**src/rtl/usb_fs_rx_decoder.sv**
```systemverilog
`timescale 1ps/1ps
// usb_fs_rx_decoder: full-speed USB receive front end recovering bits from 4x oversampled D+/D-,
// with NRZI decode, SYNC detect, bit-unstuffing, EOP framing and bus-reset detect.
module usb_fs_rx_decoder #(
    parameter int SYNC_STAGES  = 2,
    parameter int RESET_CYCLES = 120
) (
    input  logic       clk_48mhz,
    input  logic       reset_n,
    input  logic       usb_p_rx,
    input  logic       usb_n_rx,
    input  logic       rx_en,
    output logic       pkt_start,
    output logic [7:0] rx_data,
    output logic       rx_data_put,
    output logic       pkt_end,
    output logic       pkt_good,
    output logic       usb_bus_reset
);
    localparam logic [1:0] SE0 = 2'b00, K = 2'b01, J = 2'b10, SE1 = 2'b11;
    localparam logic [11:0] SYNC_PAT = {K, J, K, J, K, K};
    localparam int CW = $clog2(RESET_CYCLES + 1);

    typedef enum logic [1:0] {IDLE, DATA, EOP, ERR} state_t;

    logic [SYNC_STAGES-1:0] p_sync, n_sync;
    logic [1:0] line, line_prev, sampled, phase;
    logic [9:0] hist;
    logic [11:0] hist_next;
    logic [CW-1:0] se0_cnt;
    logic [6:0] shift;
    logic [2:0] bit_cnt, ones;
    logic strobe, nrzi_bit, eop_se0;
    state_t state;

    assign line      = {p_sync[SYNC_STAGES-1], n_sync[SYNC_STAGES-1]};
    assign strobe    = phase == 2'd2;
    assign nrzi_bit  = line == sampled;
    assign hist_next = {hist, line};

    // Synchroniser, DPLL phase and SE0 duration counter run regardless of rx_en
    always_ff @(posedge clk_48mhz) begin
        if (!reset_n) begin
            p_sync        <= '1;
            n_sync        <= '0;
            line_prev     <= J;
            phase         <= '0;
            se0_cnt       <= '0;
            usb_bus_reset <= 1'b0;
        end else begin
            p_sync        <= {p_sync[SYNC_STAGES-2:0], usb_p_rx};
            n_sync        <= {n_sync[SYNC_STAGES-2:0], usb_n_rx};
            line_prev     <= line;
            phase         <= (line != line_prev) ? 2'd1 : phase + 2'd1;
            se0_cnt       <= (line != SE0) ? '0 : (se0_cnt == CW'(RESET_CYCLES)) ? se0_cnt : se0_cnt + 1'b1;
            usb_bus_reset <= line == SE0 && se0_cnt >= CW'(RESET_CYCLES - 1);
        end
    end

    always_ff @(posedge clk_48mhz) begin
        if (!reset_n) begin
            state       <= IDLE;
            hist        <= {5{J}};
            sampled     <= J;
            shift       <= '0;
            bit_cnt     <= '0;
            ones        <= '0;
            eop_se0     <= 1'b0;
            pkt_start   <= 1'b0;
            rx_data     <= '0;
            rx_data_put <= 1'b0;
            pkt_end     <= 1'b0;
            pkt_good    <= 1'b0;
        end else begin
            pkt_start   <= 1'b0;
            rx_data_put <= 1'b0;
            pkt_end     <= 1'b0;
            pkt_good    <= 1'b0;
            if (strobe) begin
                sampled <= line;
                hist    <= hist_next[9:0];
            end
            if (!rx_en || usb_bus_reset) begin
                state <= IDLE;
                hist  <= {5{J}};
            end else if (strobe) begin
                case (state)
                    IDLE: if (hist_next == SYNC_PAT) begin
                        state     <= DATA;
                        pkt_start <= 1'b1;
                        bit_cnt   <= '0;
                        ones      <= '0;
                    end
                    DATA: if (line == SE0) begin
                        state   <= EOP;
                        eop_se0 <= 1'b0;
                    end else if (line == SE1) begin
                        state   <= ERR;
                        pkt_end <= 1'b1;
                    end else if (ones == 3'd6) begin
                        // stuff position: a 0 is discarded, a 1 is a stuffing violation
                        ones <= '0;
                        if (nrzi_bit) begin
                            state   <= ERR;
                            pkt_end <= 1'b1;
                        end
                    end else begin
                        ones    <= nrzi_bit ? ones + 3'd1 : 3'd0;
                        shift   <= {nrzi_bit, shift[6:1]};
                        bit_cnt <= bit_cnt + 3'd1;
                        if (bit_cnt == 3'd7) begin
                            rx_data     <= {nrzi_bit, shift};
                            rx_data_put <= 1'b1;
                        end
                    end
                    EOP: if (line == SE0) begin
                        eop_se0 <= 1'b1;
                    end else if (line == J && eop_se0) begin
                        state    <= IDLE;
                        pkt_end  <= 1'b1;
                        pkt_good <= bit_cnt == 3'd0;
                    end else begin
                        state   <= ERR;
                        pkt_end <= 1'b1;
                    end
                    ERR: if (line == J && sampled == SE0) state <= IDLE;
                    default: state <= IDLE;
                endcase
            end
        end
    end
endmodule

```
**config.mk**
```make
export PLATFORM = sky130hd
export DESIGN_NAME = usb_fs_rx_decoder
export DESIGN_NICKNAME = d
export VERILOG_FILES = /design/src/rtl/usb_fs_rx_decoder.sv
export SDC_FILE = /design/constraint.sdc
export NUM_CORES = 1
export LEC_CHECK = 0
export CORE_MARGIN = 1
export CORE_UTILIZATION = 50
export CTS_CLUSTER_DIAMETER = 40
export DETAILED_ROUTE_END_ITERATION = 8
export PLACE_DENSITY = 0.74
export RECOVER_POWER = 50
export SLEW_MARGIN = 20
export SYNTH_ARGS = -nofsm -noshare
export SYNTH_HDL_FRONTEND = slang
export SYNTH_SLANG_ARGS = --single-unit
```
**constraint.sdc**
```tcl
create_clock -name clk_48mhz -period 4.78 [get_ports clk_48mhz]
set_input_delay 1.195 -clock clk_48mhz [delete_from_list [all_inputs] [get_ports clk_48mhz]]
set_output_delay 1.195 -clock clk_48mhz [all_outputs]
set_load 0.02 [all_outputs]
```
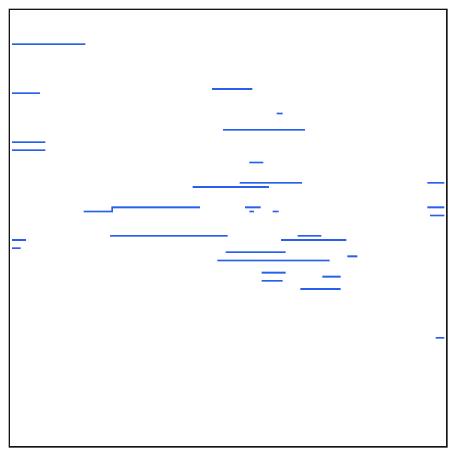
Fig. 1. The metal 3 layer (run 1).
Scale: 6 px per um.
The longest straight run is 19.3 um. 26 nets have wire on it. The layer carries 186 um of wire. The wires run mostly horizontal.
total vias in the final route: 1855
routing usage on met3: 4.14%
final wirelength: 4540 um

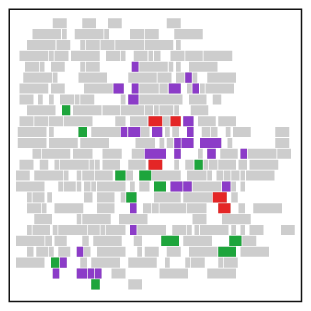
Fig. 2. Gate families picked out (run 1).
Scale: 4 px per um.
Purple stands for inverting AOI/OAI gates, cells 30. Green stands for AND and OR gates, cells 12. Red stands for AND-OR and OR-AND gates, cells 5, where center.

==> summary.txt, run 1 <==
Quick summary of the implementation run below.

The flow ran to the end, and the final reports show no timing, DRC or antenna violations. OpenROAD emitted warnings numbering 35. The adder and majority gate portion of the synthesized area is 8.02%.

The number of different library cells used by synthesis comes to between 40 and 50. The power in the clock group is 0.327 mW. The die is between 70 and 80 um tall.

The timing-limited maximum frequency came out at 0.301 GHz. The total cells reported by yosys after synthesis is 255. Summed over all instances, the cell type with the most area after synthesis is sky130_fd_sc_hd__dfxtp_1. The share of the synthesized area in the top cell type came out at 44.9%. The post-CTS setup buffer count came out at 0. The synthesized netlist devotes 9.92% of its cell area to compound gates. The synthesized design contains 0 enable-type register cells.

The number of hold buffers added after cts came out at 0. According to the I/O placement log, the pin count is 18. After synthesis, flip-flops and latches occupy 44.9% of the total area. The number of max-capacitance violations reported is 0. The pin slew with the least headroom to its limit came out at 0.840 ns. The number of failing setup endpoints in the final timing report came out at 0. Once detailed placement completed, the half-perimeter wirelength came to 3180 um. After synthesis, the largest family of logic cells by area is simple AND/OR/NAND/NOR gates. The final hold slack came out at 0.416 ns. In this run the static leakage power is 1.17 nW. The via count of the first global-routing pass is roughly 1700. The total negative setup slack came out at 0 ns. CTS placed an instance of sky130_fd_sc_hd__clkbuf_8 at the clock tree root. The most utilized layer in the global route result is met2. The power attributed to sequential cells came out at 0.475 mW. The power report lists cell-internal power as between 0.6 and 0.7 mW.

The post-route standard cell area excluding fillers came out at between 2000 and 3000 um^2. The final routed wire length divided by cell count is 13.3 um. The share of the core filled by cells before placement came out at 52.5%. The max-slew headroom at the worst pin came out at 44.0%.

Entering global routing, the biggest net connects 26 pins. For reference, the most critical setup path is categorized as in2reg. The total power per unit cell area is 295 nW/um^2. The commonest cells after synthesis are sky130_fd_sc_hd__dfxtp_1 (56), sky130_fd_sc_hd__nor2_1 (31), sky130_fd_sc_hd__mux2i_1 (24), sky130_fd_sc_hd__ha_1 (16), sky130_fd_sc_hd__nand2_1 (16).

The depth of the CTS H-tree came out at 2. STA classifies the critical path startpoint as an input port. For reference, the placement row count at floorplan is 25. The logic area came out at around 1300 um^2. The net switching component of the power came out at 0.170 mW. The share of synthesized registers carrying an async set or reset came out at 0%. The post-route core utilization came out at 59.9%. The die width came out at 72.7 um.

The non-clock inverter count in the final layout came out at 12. The netlist area before placement is 2500 um^2. The average instance area after synthesis came out at 9.79 um^2.

Ranked by total area, the top cell class in this layout is logic gates. Counting I/O delays and the setup requirement, the final critical path takes about 3.3 ns. The fraction of power consumed by sequential logic came out at around 56%. Fill cells in the final layout number 419. The placed cell area is 2720 um^2. Per the log, the first TritonRoute iteration ended with a DRC count of 115. Looking at the gate-level netlist, the highest instance count belongs to sky130_fd_sc_hd__dfxtp_1.

The share of final-layout standard cells stronger than drive strength 1 came out at 7.30%. The number of DRC violations after detailed routing came out at 0. The fraction of the cycle the final worst path needs is 69.5%. Sorting the synthesized cells by area gives the leading types as sky130_fd_sc_hd__dfxtp_1 (45%), sky130_fd_sc_hd__mux2i_1 (9.6%), sky130_fd_sc_hd__ha_1 (8.0%).

The clock latency reported for the late side of the worst-skew pair is 0.30 ns. The weighted congestion reported at the end of routability-driven placement is 0.860. The final hold violation count is 0.

The buffer share of cell area came out at 5.97%. The synthesized instance count is 255. The power drawn by the combinational cells is 0.0401 mW. The final cell count without fillers came out at approximately 340.

The number of max-slew violations in the final report is 0. The relative area of clock buffers and inverters in the final design is 4.44%. The sequential cell area is 1120 um^2.

The initial antenna violation count came to 0. The register bit count reported by yosys came out at 56. The count of synthesis-stage warnings from yosys came out at 0.

The most frequent logic cell in the layout is sky130_fd_sc_hd__dfxtp_1. The total iterations of the first detailed-routing run is 4. The largest registers in the layout are hist x10, rx_data x8. For this run, global-route usage on met1 was measured as between 20% and 30%. The register with the most flip-flops in the layout has 10 of them. On the worst setup and hold paths after CTS, the clock-pin slew comes to 0.09 ns. Looking at the power breakdown, combinational cells take 4.8% of the total. The power group with the highest consumption is registers.

The clock tree from TritonCTS is built. The final worst clock skew came out at roughly 0.005 ns. The count of buffers from port buffering is 17.

The maximum vdd ir drop is 0.000305 V. Summing the areas of all xor and xnor instances in the mapped netlist gives under 10% of the synthesized area. The arrival time of the worst setup path came out at 3.53 ns. Per the cell usage report, the commonest logic cells after layout are sky130_fd_sc_hd__dfxtp_1 (56), sky130_fd_sc_hd__nor2_1 (31), sky130_fd_sc_hd__mux2i_1 (24). The multiplexer fraction of the synthesized cell area is 9.62%. The flip-flop and latch share of the layout cell area is about two fifths. For the worst setup path, the data required time is 4.99 ns.

Counting every net in the synthesized netlist gives 276. The design draws 0.842 mW. The clock buffers instantiated in the layout total 7. The number of combinational gates with multiple inputs came out at around 180. CTS added clock buffers totalling 5. The CTS sink count came out at 56. The count of cells resized by post-cts repair came out at 0. The number of buffers on the longest clock path is 2. The number of vias per cell is 5.44.
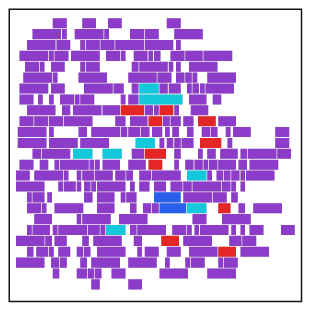
Fig. 3. Drive-strength map (run 1).
Scale: 4 px per um.
Purple stands for _0 and _1 cells, cells 254. Cyan stands for _6 and larger, cells 8. Red stands for _2 cells, cells 10. Blue stands for _3 and _4 cells, cells 2.
area added between synthesis and finish: 14.1%
Non-Clock Buffer Count: 17
worst setup margin: 1.46 ns

-- run 1: per-layer routing --
layer | vias to the layer above | share of wire, %
met5 | - | 0
met4 | 0 | 1.1
met3 | 6 | 4.1
met2 | 45 | 46
met1 | 869 | 48
li1 | 935 | -
-- run 1: critical path, cell delays in order --
cell and delay [ns]:
sky130_fd_sc_hd__dlygate4sd3_1 0.87, sky130_fd_sc_hd__inv_1 0.53, sky130_fd_sc_hd__nor3b_4 0.47, sky130_fd_sc_hd__nand2_1 0.14, sky130_fd_sc_hd__nor4_1 0.32
-- run 1: path summary, 6_finish.rpt --
kind	from	end	slack, ns	cells past startpoint
hold reg to reg	p_sync[0]	p_sync[1]	0.42	1
setup / recovery	reset_n	pkt_good	1.46	5
setup reg to reg	phase[0]	rx_data[4]	2.50	6
hold / removal	p_sync[0]	p_sync[1]	0.42	1
Fig. 4: run 1, track usage over the die
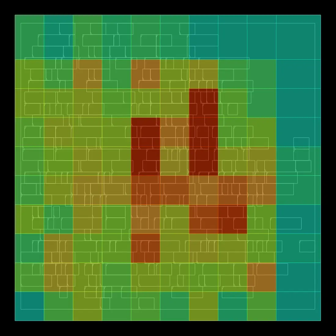

==> run 2: changes to the inputs <==
- PLACE_DENSITY: 0.74 -> 0.76
- clock period: 4.78 -> 2.8 ns (I/O delays scaled with it)
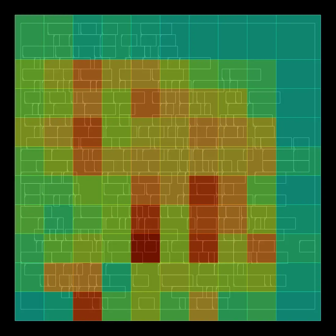
Fig. 5. Track usage over the die (run 2).
average detailed-routed wire length per instance: 13.3 um
gr usage total: 19.5%
met1 Use GR: 25.4%

==> summary.txt, run 2 <==
Quick summary of the implementation run below.

The largest net degree at the start of global routing came out at 25. The hold-critical path endpoint is n_sync[1]. The worst setup path is launched from an input port. The flip-flop count of the largest register, all copies and words added is 10. The register bit count reported by yosys is 56. The delay contributed by the slowest stage of the critical path is 0.54 ns. The maximum vdd ir drop is roughly 0.00032 V.

After detailed routing, the met3 layer carries between 100 and 150 um of wire. The slowest stage of the critical path is the sky130_fd_sc_hd__dlygate4sd3_1 cell. The final hold violation count is 0.

The classification of the worst setup path is in2reg. The end of the critical path is state[1]. TritonCTS built the clock tree. The final hold slack came out at between 0.4 and 0.5 ns. The adder and majority gate portion of the synthesized area is under 10%.

Summing the areas of all and, or, nand and nor instances in the mapped netlist gives 21.5% of the synthesized area. The area fraction of the largest cell type after synthesis is 44.9%. The initial antenna violation count was 0.

The number of stages on the worst hold path is 1. The leakage power figure came out at 1.14 nW. Subtracting the final worst setup slack from the clock period gives approximately 2.2 ns. The amount of wire on met2 after detailed routing came out at 2100 um.

The post-CTS clock slew at the launch and capture registers of the worst setup and hold paths came out at about 0.11 ns. The share of the core area taken by cells at floorplan is 52.5%. The synthesized netlist handed to floorplanning was reported with a cell count of 255. The most critical setup path has its startpoint at reset_n.

Looking at the reg2reg group, the worst path ends at rx_data[0]. Yosys reported that registers with async set or reset make up 0%. The most utilized layer in the global route result is met2. The max-slew headroom at the worst pin came out at 31.8%.

Leaving out fill and tap cells, the most frequent cell in the layout is sky130_fd_sc_hd__dfxtp_1. The placed cell area is 2750 um^2. The timing-limited maximum frequency came out at 0.445 GHz. Looking at the clock tree report, the H-tree level count equals 2. The total negative setup slack is 0 ns. The fraction of the cycle the final worst path needs came out at 80.2%. The number of DRC violations after detailed routing came out at 0.

The number of failing setup endpoints in the final timing report is 0. The final worst clock skew is 0.0131 ns. The registers reported with the highest flop counts are hist x10, rx_data x8. Per the run summary, max-cap violations total 0. Counting along the longest clock path gives a buffer depth of 2. The pre-antenna-repair detailed-routing pass consisted of 4 iterations. The weighted congestion reported at the end of routability-driven placement came out at 0.821. The final cell count without fillers came out at 344. The number of max-slew violations in the final report came out at 0. The via count of the first global-routing pass was 1724. After detailed routing, no signal wire sits above met4.

The count of vias placed by the detailed router came out at 1824. Per the summary, power density relative to cell area is 478 nW/um^2. The pin slew with the least headroom to its limit came out at 1.02 ns.

Among the non-sequential cells, simple AND/OR/NAND/NOR gates take the most area. Cells with a size suffix above 1 make up around 7.6% of the layout. The warning total across the stage logs is 35. The area added between synthesis and finish came out at 13.6%. In this run the clock root is driven by a sky130_fd_sc_hd__clkbuf_8. By instance count after routing, the leading logic cell types are sky130_fd_sc_hd__dfxtp_1 (56), sky130_fd_sc_hd__nor2_1 (31), sky130_fd_sc_hd__mux2i_1 (24).

Yosys attributes the largest share of cell area to sky130_fd_sc_hd__dfxtp_1 (45%), sky130_fd_sc_hd__mux2i_1 (9.6%), sky130_fd_sc_hd__ha_1 (8.0%). The flow ran to the end, and the final reports show no timing, DRC or antenna violations. Buffers inserted to repair hold after CTS numbered 0. The depth of the worst register-to-register path came out at 6. At the worst endpoint, the required time is slightly above 3 ns.

The count of buffers from port buffering is 17. The most used standard cell by instance count after synthesis is sky130_fd_sc_hd__dfxtp_1. In the Yosys report, the sequential cells make up 44.9% of the chip area. Yosys reports that the most numerous cell types are sky130_fd_sc_hd__dfxtp_1 (56), sky130_fd_sc_hd__nor2_1 (31), sky130_fd_sc_hd__mux2i_1 (24), sky130_fd_sc_hd__ha_1 (16), sky130_fd_sc_hd__nand2_1 (16). The worst setup slack for register-to-register paths came out at 0.69 ns. The post-CTS setup buffer count came out at 0. The row count is 25.

The worst register-to-register path begins at p_sync[1]. Traced cell by cell, the critical path runs through dlygate4sd3_1 -> clkbuf_1 -> nand3b_1 -> nor3_1 -> a32o_1. The chip height is 72.7 um. At the worst endpoint, the arrival time is 2.51 ns. The synthesized design spends more area on one cell type than any other, namely sky130_fd_sc_hd__dfxtp_1. The die width is 72.7 um. The clock latency reported for the late side of the worst-skew pair is 0.31 ns.

The count of synthesis-stage warnings from yosys came out at 0. The post-route standard cell area excluding fillers is approximately 2800 um^2. The final-layout fill cell count is 434. The netlist area before placement is 2500 um^2. The count of buffering cells on the critical path with inverters included came out at 2.

The synthesized netlist contains 48 unique library cells. The family of cells with the greatest summed delay on the critical path is buffers and inverters. The CTS sink count came out at between 50 and 60. The iteration-0 DRC count of the detailed router came out at 128. The total power after layout is 1.36 mW.

The detailed-routing wirelength on met1 came out at 2260 um. The share of the synthesized netlist area taken by xor and xnor gates is 3.11%. The area fraction in compound gates after synthesis is roughly 10%. For reference, the mux area share after synthesis is 9.62%. The sum of net half-perimeters after detailed placement came out at 3350 um. The TritonCTS buffer count came out at 5. The number of vias per cell came out at 5.30. The final report gives the core utilization as 59.7%. The average instance area after synthesis is about 10 um^2. The wire length after detailed routing is around 4600 um. The number of nets with antenna violations after detailed routing came out at 0. Setup slack on the critical path of the routed design comes to 0.554 ns. The cell count along the critical path came out at 5.
[run 2: cell counts after synthesis]
Identical to the previous run, type by type.
[run 2: kinds of logic after synthesis]
logic type | after synthesis
buffers and inverters | 18
adders and majority gates | 16
and+or+nand+nor | 98
muxes | 24
xor gates and xnor gates | 8
DFF | 56
AOI/OAI and AO/OA | 35
[run 2: final cells by class]
type,instances,area [um^2],share of cell area [%]
Clock buffer,6,82.6,2.91
Clock inverter,2,17.5,0.617
Inverter,12,45.0,1.59
Multi-Input combinational cell,181,1300,45.9
Sequential cell,56,1120,39.5
Tap cell,67,83.8,2.95
Timing Repair Buffer,20,185,6.53
[run 2: where the power goes]
group | internal (mW) | total, mW | switching (mW)
combinational | 0.0280 | 0.0703 | 0.0423
clock | 0.208 | 0.477 | 0.269
sequential | 0.804 | 0.810 | 0.00582
Fig. 6: run 2, gate families picked out
Scale: 4 px per um.
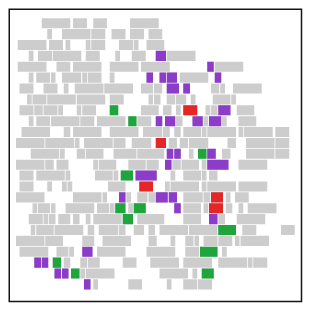

==> run 3: changes to the inputs <==
- clock period: 2.8 -> 2 ns (I/O delays scaled with it)
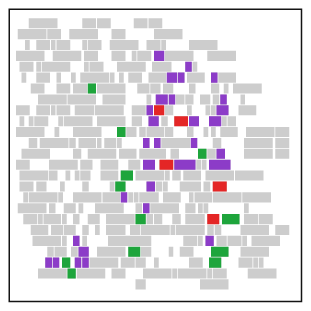
Fig. 7. Gate families picked out (run 3).
Scale: 4 px per um.
Purple stands for inverting AOI/OAI gates, cells 30. Green stands for AND and OR gates, cells 12. Red stands for AND-OR and OR-AND gates, cells 5, where center.

==> summary.txt, run 3 <==
Quick summary of the implementation run below.

The switching share of power is around 22%. According to the hold report, the worst path is of the reg2reg type. The minimum clock period after layout is 1.88 ns. Ranking logic cells in the layout by count gives the top entries sky130_fd_sc_hd__dfxtp_1 (56), sky130_fd_sc_hd__nor2_1 (31), sky130_fd_sc_hd__mux2i_1 (24). The arrival time of the worst setup path is 2.09 ns. The leakage power figure is approximately 1.2 nW.

The initial antenna violation count was 0. The flip-flop and latch count is 56. The layout report lists the combined flip-flop and latch area as 1120 um^2. Counting distinct cell types in the post-synthesis netlist gives 48. The count of synthesis-stage warnings from yosys is 0. The final-layout fill cell count is 434.

hist holds more flip-flops than any other register. Before any placement, the netlist area is recorded as around 2500 um^2. The number of DRC violations after detailed routing is 0.

The die width is 72.7 um. The met3 usage in global routing came out at under 10%. The count of vias placed by the detailed router is 1861. The depth of the CTS H-tree came out at 2. The final max-slew violation count recorded for this run is 0. The registers reported with the highest flop counts are hist x10, rx_data x8. The global routing report lists met1 layer usage as 25.2%.

The multi-input combinational cells in the finished layout cover a total of 1290 um^2. The adder and majority gate portion of the synthesized area is under 10%. The total iterations of the first detailed-routing run came out at 4. Per the slew report, the remaining headroom to the max-slew limit stands at around two thirds. Routed signal wires occupy layers up through met4. The I/O pin total came out at 18. The power drawn by the combinational cells is 0.110 mW. The area fraction in compound gates after synthesis is under 10%. Nets still carrying antenna violations after routing amount to 0. In this run the worst setup path begins at p_sync[1].

The cell sitting at the root of the clock tree is a sky130_fd_sc_hd__clkbuf_8. In the post-synthesis netlist, the biggest area contributors are sky130_fd_sc_hd__dfxtp_1 (45%), sky130_fd_sc_hd__mux2i_1 (9.6%), sky130_fd_sc_hd__ha_1 (8.0%). The total power per unit cell area is 688 nW/um^2.

The critical path crosses 6 cells after its start point. Per the area breakdown, the dominant cell category is logic gates. The fraction of the cycle the final worst path needs came out at 93.9%. The via count of the first global-routing pass is 1684. The sum of net half-perimeters after detailed placement is 3290 um. The total routing usage reported by global routing came out at 19.0%. The transition time recorded at the tightest slew-check pin is 0.491 ns.

The classification of the worst setup path is reg2reg. The synthesis run identifies the leading combinational cell family as simple AND/OR/NAND/NOR gates. The sequential power reported by the tool is 1.13 mW. The flip-flop count of the largest register, all copies and words added came out at 10. The flow ran to the end, and the final reports show no timing, DRC or antenna violations. The clock tree from TritonCTS is built.

The weighted congestion reported at the end of routability-driven placement came out at 0.857. Internal power comes to around 1.5 mW. The final worst clock skew is 0.00834 ns. The switching component of the power was reported as approximately 0.45 mW. The timing-limited maximum frequency is approximately 0.53 GHz. Once routing completed, OpenROAD measured the worst setup slack at 0.121 ns. The skew report gives the latency at the later pin of the worst-skew pair as 0.31 ns. The number of hold buffers added after CTS was 0. The report gives the cell count of the worst hold path as 1. The average instance area after synthesis is 9.79 um^2. The tool warning count for the run is 35. The power share of the combinational group is 5.5%. For this block, wires on met1 add up to 2310 um. The share of the synthesized area in the top cell type is 44.9%. The row count is 25. The buffer share of cell area came out at 8.48%. For this block, the routed nets add up to 4610 um of wire. At the floorplan stage, the core utilization is reported as a little over half. The chip height is 72.7 um. The report lists the cells along the critical path as buf_4 -> ha_1 -> or3b_1 -> a221oi_2 -> nand4_1 -> a32o_1.

Entering global routing, the biggest net connects 25 pins. The cell type that accounts for the most area after synthesis is sky130_fd_sc_hd__dfxtp_1. Looking at the critical path, the single cell with the biggest stage delay is sky130_fd_sc_hd__or3b_1.

The final routed wire length divided by cell count came out at around 13 um. Clock-pin slew was measured on the worst setup and hold paths at 0.11 ns. The area added between synthesis and finish is 16.3%. The final hold violation count recorded for this run is 0.

The final report lists the setup-violating endpoint count as 0. The delay contributed by the slowest stage of the critical path came out at 0.38 ns. The final hold slack came out at 0.412 ns. The total of clock buffers placed in the layout is 5. CTS added clock buffers totalling 5. The share of the synthesized netlist area taken by xor and xnor gates is 3.11%. The group that draws the most power in this run is registers.

By count the netlist is led by sky130_fd_sc_hd__dfxtp_1 (56), sky130_fd_sc_hd__nor2_1 (31), sky130_fd_sc_hd__mux2i_1 (24), sky130_fd_sc_hd__ha_1 (16), sky130_fd_sc_hd__nand2_1 (16). The launch instance of the worst min-delay path is p_sync[0]. The iteration-0 DRC count of the detailed router is 116. Per the timing report, the most critical flop-to-flop path originates at p_sync[1]. The share of final-layout standard cells stronger than drive strength 1 is 10.5%. The final layout report lists a non-clock inverter count of 12.

Per STA, the worst path accumulates the most delay in the family AND-OR/OR-AND gates. The data required time at the worst endpoint is 2.21 ns. Sequential cells account for 56.7% of the total power. The count of buffering cells on the critical path with inverters included came out at 1. After detailed routing, the number of vias per cell comes to 5.29. Yosys mapped a number of flops with a built-in enable equal to 0. The maximum vdd ir drop came out at 0.000491 V.

For the worst flop-to-flop path, the logic depth is 6. Leaving out fill and tap cells, the most frequent cell in the layout is sky130_fd_sc_hd__dfxtp_1. The number of buffers other than clock buffers in the final layout came out at 28. The met2 global-route usage is between 20% and 30%. STA classifies the critical path startpoint as a flip-flop. Per the layout area report, the combinational fraction of cell area is 44.5%.

The flow inserted ~67 tap cells. The relative area of clock buffers and inverters in the final design is 3.96%. The synthesized instance count came out at 255. The share of synthesized registers carrying an async set or reset is 0%. The synthesized netlist net count is 276. The flip-flop and latch share of the layout cell area is 38.6%. The count of buffers from port buffering is 17. The amount of wire on met2 after detailed routing came out at between 2000 and 2500 um. Per the run summary, max-cap violations total 0. The global routing stage identified its most utilized layer as met2. The area fraction in and, or, nand and nor cells after synthesis is a little over a fifth. The met3 routed wirelength came out at roughly 180 um. The power in the clock group is 0.756 mW. sky130_fd_sc_hd__dfxtp_1 is the most common cell in the netlist.

The proportion of synthesized chip area in sequential cells is 44.9%.
==> run 3: path summary, 6_finish.rpt <==
path	to	slack (ns)
min	p_sync[1]	0.41
min reg2reg	p_sync[1]	0.41
max	state[1]	0.12
max reg2reg	state[1]	0.12
==> run 3: repair_timing <==
action                     4_1_cts  5_1_grt
setup endpoints to repair        0        1
buffers inserted                 0        0
resized                          0        1
hold endpoints to repair         0        0
==> run 3: stage by stage <==
stage          power (mW)  util (%)  TNS (ns)  cell area (um^2)  instances
2_1_floorplan        1.23         -         0              2500        255
3_3_place_gp         1.27      59.0   -0.0186              2810        344
3_5_place_dp         1.27      59.0   -0.0488              2810        344
4_1_cts              2.02      61.4         0              2920        352
5_1_grt              2.07      61.1         0              2910        352
6_report             2.00      61.1         0              2910        352
No activity file was given, so power comes from the tool's default toggle rates.
